### config.mk
export PLATFORM = sky130hd
export DESIGN_NAME = mem_arbiter_flat
export DESIGN_NICKNAME = d
export VERILOG_FILES = /design/src/rtl/mem_arb_pkg.sv /design/src/rtl/mem_arb_if.sv /design/src/rtl/mem_arbiter_starve_counter.sv /design/src/rtl/mem_arbiter.sv /design/src/flat_wrapper.sv
export SDC_FILE = /design/constraint.sdc
export NUM_CORES = 1
export LEC_CHECK = 0
export CAP_MARGIN = 20
export CORE_MARGIN = 5
export CORE_UTILIZATION = 31
export DETAILED_ROUTE_END_ITERATION = 8
export GPL_TIMING_DRIVEN = 0
export HOLD_SLACK_MARGIN = 0.06
export PLACE_DENSITY = 0.81
export SLEW_MARGIN = 10
export SYNTH_ARGS = -nofsm -noshare
export SYNTH_HDL_FRONTEND = slang
export SYNTH_SLANG_ARGS = --single-unit
### constraint.sdc
create_clock -name clk -period 1.2 [get_ports clk]
set_input_delay 0.12 -clock clk [delete_from_list [all_inputs] [get_ports clk]]
set_output_delay 0.12 -clock clk [all_outputs]
set_load 0.005 [all_outputs]
### src/rtl/mem_arb_pkg.sv
`default_nettype none
// ============================================================================
//  Module      : mem_arb_pkg
//  Description : Shared types and default widths for the video/CPU memory
//                arbiter: read-owner encoding and default address/data widths.
//  Revision    : 1.0 - initial release
// ============================================================================
package mem_arb_pkg;

    localparam int c_addr_w = 12;   // default RAM address width
    localparam int c_data_w = 8;    // default RAM data width

    // Who the read data coming back from the RAM this cycle belongs to
    typedef enum logic [1:0] {
        OWN_NONE = 2'd0,
        OWN_CPU  = 2'd1,
        OWN_VID  = 2'd2
    } owner_t;

endpackage
`default_nettype wire

### src/rtl/mem_arb_if.sv
`default_nettype none
// ============================================================================
//  Module      : mem_arb_if
//  Description : Bus bundle between the CPU port, the video port, the RAM and
//                the arbiter.
//                  CPU  : cpu_req/cpu_rw/cpu_addr/cpu_wdata -> cpu_gnt,
//                         cpu_rdata, cpu_rvalid
//                  VID  : vid_req/vid_addr -> vid_gnt, vid_rdata, vid_rvalid
//                  RAM  : ram_cs/ram_rw/ram_addr/ram_wdata <- ram_rdata
//                modport slave  : arbiter side
//                modport master : requester/RAM side
//  Revision    : 1.0 - initial release
// ============================================================================
interface mem_arb_if
    import mem_arb_pkg::*;
#(
    parameter int A = c_addr_w,
    parameter int D = c_data_w
) ();

    // CPU port
    logic         cpu_req;
    logic         cpu_rw;      // 1 = read, 0 = write
    logic [A-1:0] cpu_addr;
    logic [D-1:0] cpu_wdata;
    logic         cpu_gnt;
    logic [D-1:0] cpu_rdata;
    logic         cpu_rvalid;

    // Video port (read-only)
    logic         vid_req;
    logic [A-1:0] vid_addr;
    logic         vid_gnt;
    logic [D-1:0] vid_rdata;
    logic         vid_rvalid;

    // RAM port (read data returns one clk after ram_cs)
    logic         ram_cs;
    logic         ram_rw;
    logic [A-1:0] ram_addr;
    logic [D-1:0] ram_wdata;
    logic [D-1:0] ram_rdata;

    modport slave (
        input  cpu_req, cpu_rw, cpu_addr, cpu_wdata,
        output cpu_gnt, cpu_rdata, cpu_rvalid,
        input  vid_req, vid_addr,
        output vid_gnt, vid_rdata, vid_rvalid,
        output ram_cs, ram_rw, ram_addr, ram_wdata,
        input  ram_rdata
    );

    modport master (
        output cpu_req, cpu_rw, cpu_addr, cpu_wdata,
        input  cpu_gnt, cpu_rdata, cpu_rvalid,
        output vid_req, vid_addr,
        input  vid_gnt, vid_rdata, vid_rvalid,
        input  ram_cs, ram_rw, ram_addr, ram_wdata,
        output ram_rdata
    );

endinterface
`default_nettype wire

### src/rtl/mem_arbiter_starve_counter.sv
`default_nettype none
// ============================================================================
//  Module      : starve_counter
//  Description : Saturating count of consecutive denied CPU cycles. Only
//                instantiated when MEM_ARB_STARVE_GUARD_EN is defined.
//                  clk, reset : clock, synchronous active-high reset
//                  inc        : CPU requesting and not granted this cycle
//                  clr        : CPU granted or not requesting (wins over inc)
//                  sat        : count has reached MAX_WAIT
//  Revision    : 1.0 - initial release
// ============================================================================
module starve_counter #(
    parameter int MAX_WAIT = 4
) (
    input  logic clk,
    input  logic reset,
    input  logic inc,
    input  logic clr,
    output logic sat
);

    localparam int c_cnt_w = $clog2(MAX_WAIT + 1);

    logic [c_cnt_w-1:0] r_cnt;
    logic               w_sat;

    assign w_sat = (r_cnt == c_cnt_w'(MAX_WAIT));

    always_ff @(posedge clk) begin
        if (reset) begin
            r_cnt <= '0;
        end else if (clr) begin
            r_cnt <= '0;
        end else if (inc && !w_sat) begin
            r_cnt <= r_cnt + 1'b1;
        end
    end

    assign sat = w_sat;

endmodule
`default_nettype wire

### src/rtl/mem_arbiter.sv
`default_nettype none
// ============================================================================
//  Module      : mem_arbiter
//  Description : Single-port RAM arbiter between a CPU and a video fetcher.
//                Video has strict priority; one access per clock; read data
//                is routed back to the requester that issued the read one
//                clock after the grant.
//                  clk, reset : clock, synchronous active-high reset
//                  bus        : mem_arb_if.slave (CPU, video and RAM signals)
//                Optional feature macro MEM_ARB_STARVE_GUARD_EN: after
//                MAX_WAIT consecutive denied CPU cycles the CPU is granted
//                over video for one cycle.
//  Revision    : 1.0 - initial release
// ============================================================================
module mem_arbiter
    import mem_arb_pkg::*;
#(
    parameter int A        = c_addr_w,
    parameter int D        = c_data_w,
    parameter int MAX_WAIT = 4
) (
    input  logic      clk,
    input  logic      reset,
    mem_arb_if.slave  bus
);

    logic         w_force_cpu;
    logic         w_cpu_gnt;
    logic         w_vid_gnt;
    logic         w_ram_cs;
    logic         w_ram_rw;
    logic [A-1:0] w_ram_addr;
    logic [D-1:0] w_ram_wdata;
    logic         w_cpu_rvalid;
    logic         w_vid_rvalid;

    owner_t       r_owner;
    logic [D-1:0] r_cpu_rdata;
    logic [D-1:0] r_vid_rdata;

`ifdef MEM_ARB_STARVE_GUARD_EN
    logic w_starve_sat;

    starve_counter #(
        .MAX_WAIT (MAX_WAIT)
    ) u_starve_counter (
        .clk   (clk),
        .reset (reset),
        .inc   (bus.cpu_req && !w_cpu_gnt),
        .clr   (w_cpu_gnt || !bus.cpu_req),
        .sat   (w_starve_sat)
    );

    assign w_force_cpu = w_starve_sat && bus.cpu_req;
`else
    logic w_unused_max_wait;

    assign w_unused_max_wait = (MAX_WAIT != 0);
    assign w_force_cpu       = 1'b0;
`endif

    // Grant and RAM command decode; everything idles while reset is high
    always_comb begin
        w_cpu_gnt   = 1'b0;
        w_vid_gnt   = 1'b0;
        w_ram_cs    = 1'b0;
        w_ram_rw    = 1'b1;
        w_ram_addr  = '0;
        w_ram_wdata = '0;
        if (!reset) begin
            if (bus.vid_req && !w_force_cpu) begin
                w_vid_gnt  = 1'b1;
                w_ram_cs   = 1'b1;
                w_ram_addr = bus.vid_addr;
            end else if (bus.cpu_req) begin
                w_cpu_gnt   = 1'b1;
                w_ram_cs    = 1'b1;
                w_ram_rw    = bus.cpu_rw;
                w_ram_addr  = bus.cpu_addr;
                w_ram_wdata = bus.cpu_wdata;
            end
        end
    end

    // Tag the read in flight so the returning RAM data goes to its issuer
    always_ff @(posedge clk) begin
        if (reset) begin
            r_owner <= OWN_NONE;
        end else if (w_vid_gnt) begin
            r_owner <= OWN_VID;
        end else if (w_cpu_gnt && bus.cpu_rw) begin
            r_owner <= OWN_CPU;
        end else begin
            r_owner <= OWN_NONE;
        end
    end

    // Reset gates the return path so an in-flight read is dropped at once
    assign w_cpu_rvalid = !reset && (r_owner == OWN_CPU);
    assign w_vid_rvalid = !reset && (r_owner == OWN_VID);

    // Last delivered value, shown while rvalid is low
    always_ff @(posedge clk) begin
        if (reset) begin
            r_cpu_rdata <= '0;
            r_vid_rdata <= '0;
        end else begin
            if (w_cpu_rvalid) r_cpu_rdata <= bus.ram_rdata;
            if (w_vid_rvalid) r_vid_rdata <= bus.ram_rdata;
        end
    end

    assign bus.cpu_gnt    = w_cpu_gnt;
    assign bus.vid_gnt    = w_vid_gnt;
    assign bus.ram_cs     = w_ram_cs;
    assign bus.ram_rw     = w_ram_rw;
    assign bus.ram_addr   = w_ram_addr;
    assign bus.ram_wdata  = w_ram_wdata;
    assign bus.cpu_rvalid = w_cpu_rvalid;
    assign bus.vid_rvalid = w_vid_rvalid;
    assign bus.cpu_rdata  = reset ? '0 : (w_cpu_rvalid ? bus.ram_rdata : r_cpu_rdata);
    assign bus.vid_rdata  = reset ? '0 : (w_vid_rvalid ? bus.ram_rdata : r_vid_rdata);

endmodule
`default_nettype wire

### src/flat_wrapper.sv
// flat-port wrapper written by rule: the top's interface ports become plain ports
module mem_arbiter_flat import mem_arb_pkg::*;
#(
    parameter int A        = c_addr_w,
    parameter int D        = c_data_w,
    parameter int MAX_WAIT = 4
)
  (clk, reset, bus_cpu_req, bus_cpu_rw, bus_cpu_addr, bus_cpu_wdata, bus_cpu_gnt, bus_cpu_rdata, bus_cpu_rvalid, bus_vid_req, bus_vid_addr, bus_vid_gnt, bus_vid_rdata, bus_vid_rvalid, bus_ram_cs, bus_ram_rw, bus_ram_addr, bus_ram_wdata, bus_ram_rdata);
  mem_arb_if #(.A(A), .D(D)) bus_i ();
  input  logic clk;
  input  logic reset;
  input wire logic [$bits(bus_i.cpu_req)-1:0] bus_cpu_req;
  input wire logic [$bits(bus_i.cpu_rw)-1:0] bus_cpu_rw;
  input wire logic [$bits(bus_i.cpu_addr)-1:0] bus_cpu_addr;
  input wire logic [$bits(bus_i.cpu_wdata)-1:0] bus_cpu_wdata;
  output wire logic [$bits(bus_i.cpu_gnt)-1:0] bus_cpu_gnt;
  output wire logic [$bits(bus_i.cpu_rdata)-1:0] bus_cpu_rdata;
  output wire logic [$bits(bus_i.cpu_rvalid)-1:0] bus_cpu_rvalid;
  input wire logic [$bits(bus_i.vid_req)-1:0] bus_vid_req;
  input wire logic [$bits(bus_i.vid_addr)-1:0] bus_vid_addr;
  output wire logic [$bits(bus_i.vid_gnt)-1:0] bus_vid_gnt;
  output wire logic [$bits(bus_i.vid_rdata)-1:0] bus_vid_rdata;
  output wire logic [$bits(bus_i.vid_rvalid)-1:0] bus_vid_rvalid;
  output wire logic [$bits(bus_i.ram_cs)-1:0] bus_ram_cs;
  output wire logic [$bits(bus_i.ram_rw)-1:0] bus_ram_rw;
  output wire logic [$bits(bus_i.ram_addr)-1:0] bus_ram_addr;
  output wire logic [$bits(bus_i.ram_wdata)-1:0] bus_ram_wdata;
  input wire logic [$bits(bus_i.ram_rdata)-1:0] bus_ram_rdata;
  assign bus_i.cpu_req = bus_cpu_req;
  assign bus_i.cpu_rw = bus_cpu_rw;
  assign bus_i.cpu_addr = bus_cpu_addr;
  assign bus_i.cpu_wdata = bus_cpu_wdata;
  assign bus_cpu_gnt = bus_i.cpu_gnt;
  assign bus_cpu_rdata = bus_i.cpu_rdata;
  assign bus_cpu_rvalid = bus_i.cpu_rvalid;
  assign bus_i.vid_req = bus_vid_req;
  assign bus_i.vid_addr = bus_vid_addr;
  assign bus_vid_gnt = bus_i.vid_gnt;
  assign bus_vid_rdata = bus_i.vid_rdata;
  assign bus_vid_rvalid = bus_i.vid_rvalid;
  assign bus_ram_cs = bus_i.ram_cs;
  assign bus_ram_rw = bus_i.ram_rw;
  assign bus_ram_addr = bus_i.ram_addr;
  assign bus_ram_wdata = bus_i.ram_wdata;
  assign bus_i.ram_rdata = bus_ram_rdata;
  mem_arbiter #(.A(A), .D(D), .MAX_WAIT(MAX_WAIT)) u_core (.clk(clk), .reset(reset), .bus(bus_i));
endmodule
Figure 1. Congestion heat map.
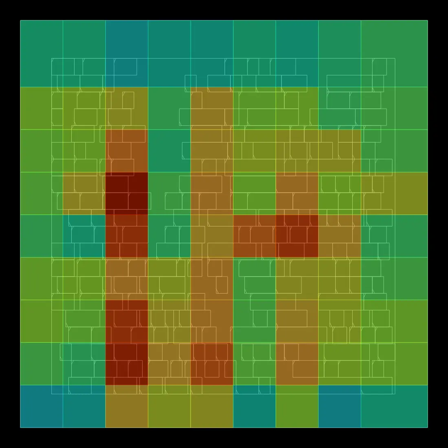
Routed WL per cell: 15.0 um
busiest layer in global routing: met2
M3 GR Usage: 7.14%

Figure 2. Wiring by layer.
Only two layers are drawn.
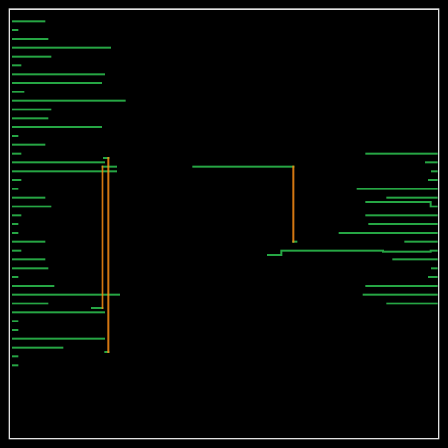
Green shows M3, wire length 410 um. Orange shows M4, wire length 63.2 um.
Tot GR Track Use: 18.6%
routed vias: 1198
total wire length: 3890 um

Figure 3. Pin placement.
Pins as bars across the die edge, other pins in gray.
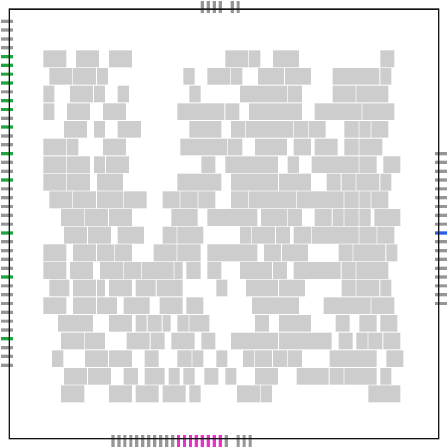
Blue shows bus_vid_rvalid, pins 1, direction output, edge east. Magenta shows bus_ram_wdata, pins 8, direction output, edge south. Green shows bus_ram_addr, pins 12, direction output, edge west.
All pins by edge: 40 west, 23 south, 18 east, 6 north.
Port Buffers: 86
chip height: 66 um
Die X-Extent: 66 um

==> impl_metrics.toml <==
# physical design summary
[power]
p_sw_share_pct = 23.9
ir_drop_v = 0.000347
power_frac_comb_pct = 32.0
p_int_uw = 1110
p_seq_uw = 626
p_seq_share_pct = 43.0
p_leak_uw = 0.000982
pg_comb_uw = 467
p_sw_uw = 348

[critical_path]
start_kind = "flip-flop"
end_kind = "output pin"
arrival_ns = 1.37
required_ns = 1.08
reg2regPathDepth = 6
crit_fanout = 4
critical-path-max-stage-delay_ns = 0.34
crit_chain = "nor2b_4, buf_6, mux2i_2, buf_2"

[timing]
tightest_slew_ns = 0.222
finalSetupTns_ns = -3.71
fin_ws_ns = -0.289
finalClockSkew_ns = 0.00104
timing.final.crit_share_pct = 124
setup_viol = 19
rsz0062_at_grt = "yes"
slew-limit-headroom_pct = 84.9
hold_viol = 0

[layout]
inverters = 1
final_util_pct = 70.0
layout.comb_gates.multi_input = 72
clkCellAreaFrac_pct = 1.71
seq_share_pct = 17.1
area_share_nonclk_buffers_pct = 46.9
clock_buffers = 4
largest_cell_class = "non-clock buffers"
n_all_buffers = 121
fill_cells = 241
ff_latch_area_um2 = 363
syn2layout_area_growth_pct = 118
antennaDiodeCount = 0
comb_share_pct = 31.5

[logic_synthesis]
common_cells = "nand2b_1 (26), dfxtp_1 (18), mux2i_1 (16)"
synth-main-ff-cell = "dfxtp_1"
syn_area_um2 = 972
synthArstFlopShare_pct = 0
fp_nets = 145
yosys_warnings = 0
yosysMostFrequentCell = "nand2b_1"
synth_seq_share_pct = 37.1
edf_count = 0
topCellsByArea = "dfxtp_1 (37%), nand2b_1 (17%), mux2i_1 (16%)"
top_area_share_pct = 37.1
avgSynthCellArea_um2 = 9.72
ys_types = 14
synthCells = 100
ys_cells = 100

[routing]
initialDrtViolationCount = 18
post-route-drc-count = 0
met1_length_um = 1370
top_layer_used = "met4"
wl_met2_um = 2040
drtPass1Iterations = 4
drt-vias-per-instance = 4.61

[floorplanning]
chipArea_um2 = 4360
rows = 20
num_io_pins = 87
fp_util_pct = 32.1

[placed_design]
hpwl_um = 2810
place.gp.congestion = 0.755

[run]
cap_violations = 0
warning_count = 28

[clock_tree]
tritoncts.num_buffers = 3
cts_buffer_depth = 2
cts_tree = "yes"
clk_latency_ns = 0.28
clock-root-buffer = "clkbuf_4"
clk_pin_slew_ns = 0.10
post_cts_buffers = 23
cts_htree_levels = 1
cts_sinks = 18

[global_route]
grt_overflow_total = 0
grt_antenna_before_repair = 0
grt_max_degree = 11
grt_pass1_vias = 1389
gr-usage-met1_pct = 18.3
use_met2_pct = 35.9

[outcome]
status = "complete, but fails checks"
violations = "setup timing"

[worst_hold_path]
whs_path_depth = 2
hold_class = "input port to flip-flop"
==> path summary, 6_finish.rpt <==
path	slack, ns	endpoint	from
worst min-delay path	0.15	u_core.r_owner[1]	bus_vid_req
worst max-delay path	-0.29	bus_vid_rdata[4]	u_core.r_owner[1]
worst min register to register	0.49	u_core.r_vid_rdata[5]	u_core.r_vid_rdata[5]
worst max register to register	-0.06	u_core.r_cpu_rdata[0]	u_core.r_owner[1]
==> cells in the final DEF (no fill, tap or decap), drive strengths merged <==
cell / instances
a32o: 12
dfxtp: 18
mux2i: 16
clkbuf: 9
and2b: 1
clkdlybuf4s15: 4
nor3b: 1
dlygate4sd2: 5
clkdlybuf4s50: 41
inv: 1
nor2b: 4
buf: 66
nor2: 3
and2: 9
nand2b: 26
==> critical path, delay by kind of cell (launching register included) <==
| kind | cells | cell delay (ns) |
|---|---|---|
| buffers and inverters | 2 | 0.32 |
| AND/OR/NAND/NOR | 1 | 0.16 |
| multiplexers | 1 | 0.27 |
| flip-flops | 1 | 0.34 |
==> state kept, by name (all words and copies together), names as in the netlist <==
signal	cells
u_core.r_cpu_rdata	8
u_core.r_owner	2
u_core.r_vid_rdata	8
==> cells by family (layout without fill, tap and decap cells) <==
logic type | Yosys count | count (layout) | synth area share, %
AND/OR/NAND/NOR | 44 | 44 | 28.6
flip-flops | 18 | 18 | 37.1
multiplexers | 16 | 16 | 16.5
AND-OR/OR-AND | 12 | 12 | 12.4
buffers and inverters | 10 | 126 | 5.53
==> metrics by stage <==
| stage | area, um2 | setup slack (ns) | power (uW) |
|---|---|---|---|
| finish | 2120 | -0.289 | 1460 |
| detailed placement | 1890 | -0.816 | 1060 |
| global route | 2120 | -0.337 | 1540 |
| CTS | 2050 | -0.275 | 1450 |
| global placement | 1890 | -0.777 | 1050 |
| floorplan | 972 | 0.203 | 773 |
Power is estimated from default activity; no workload was simulated.
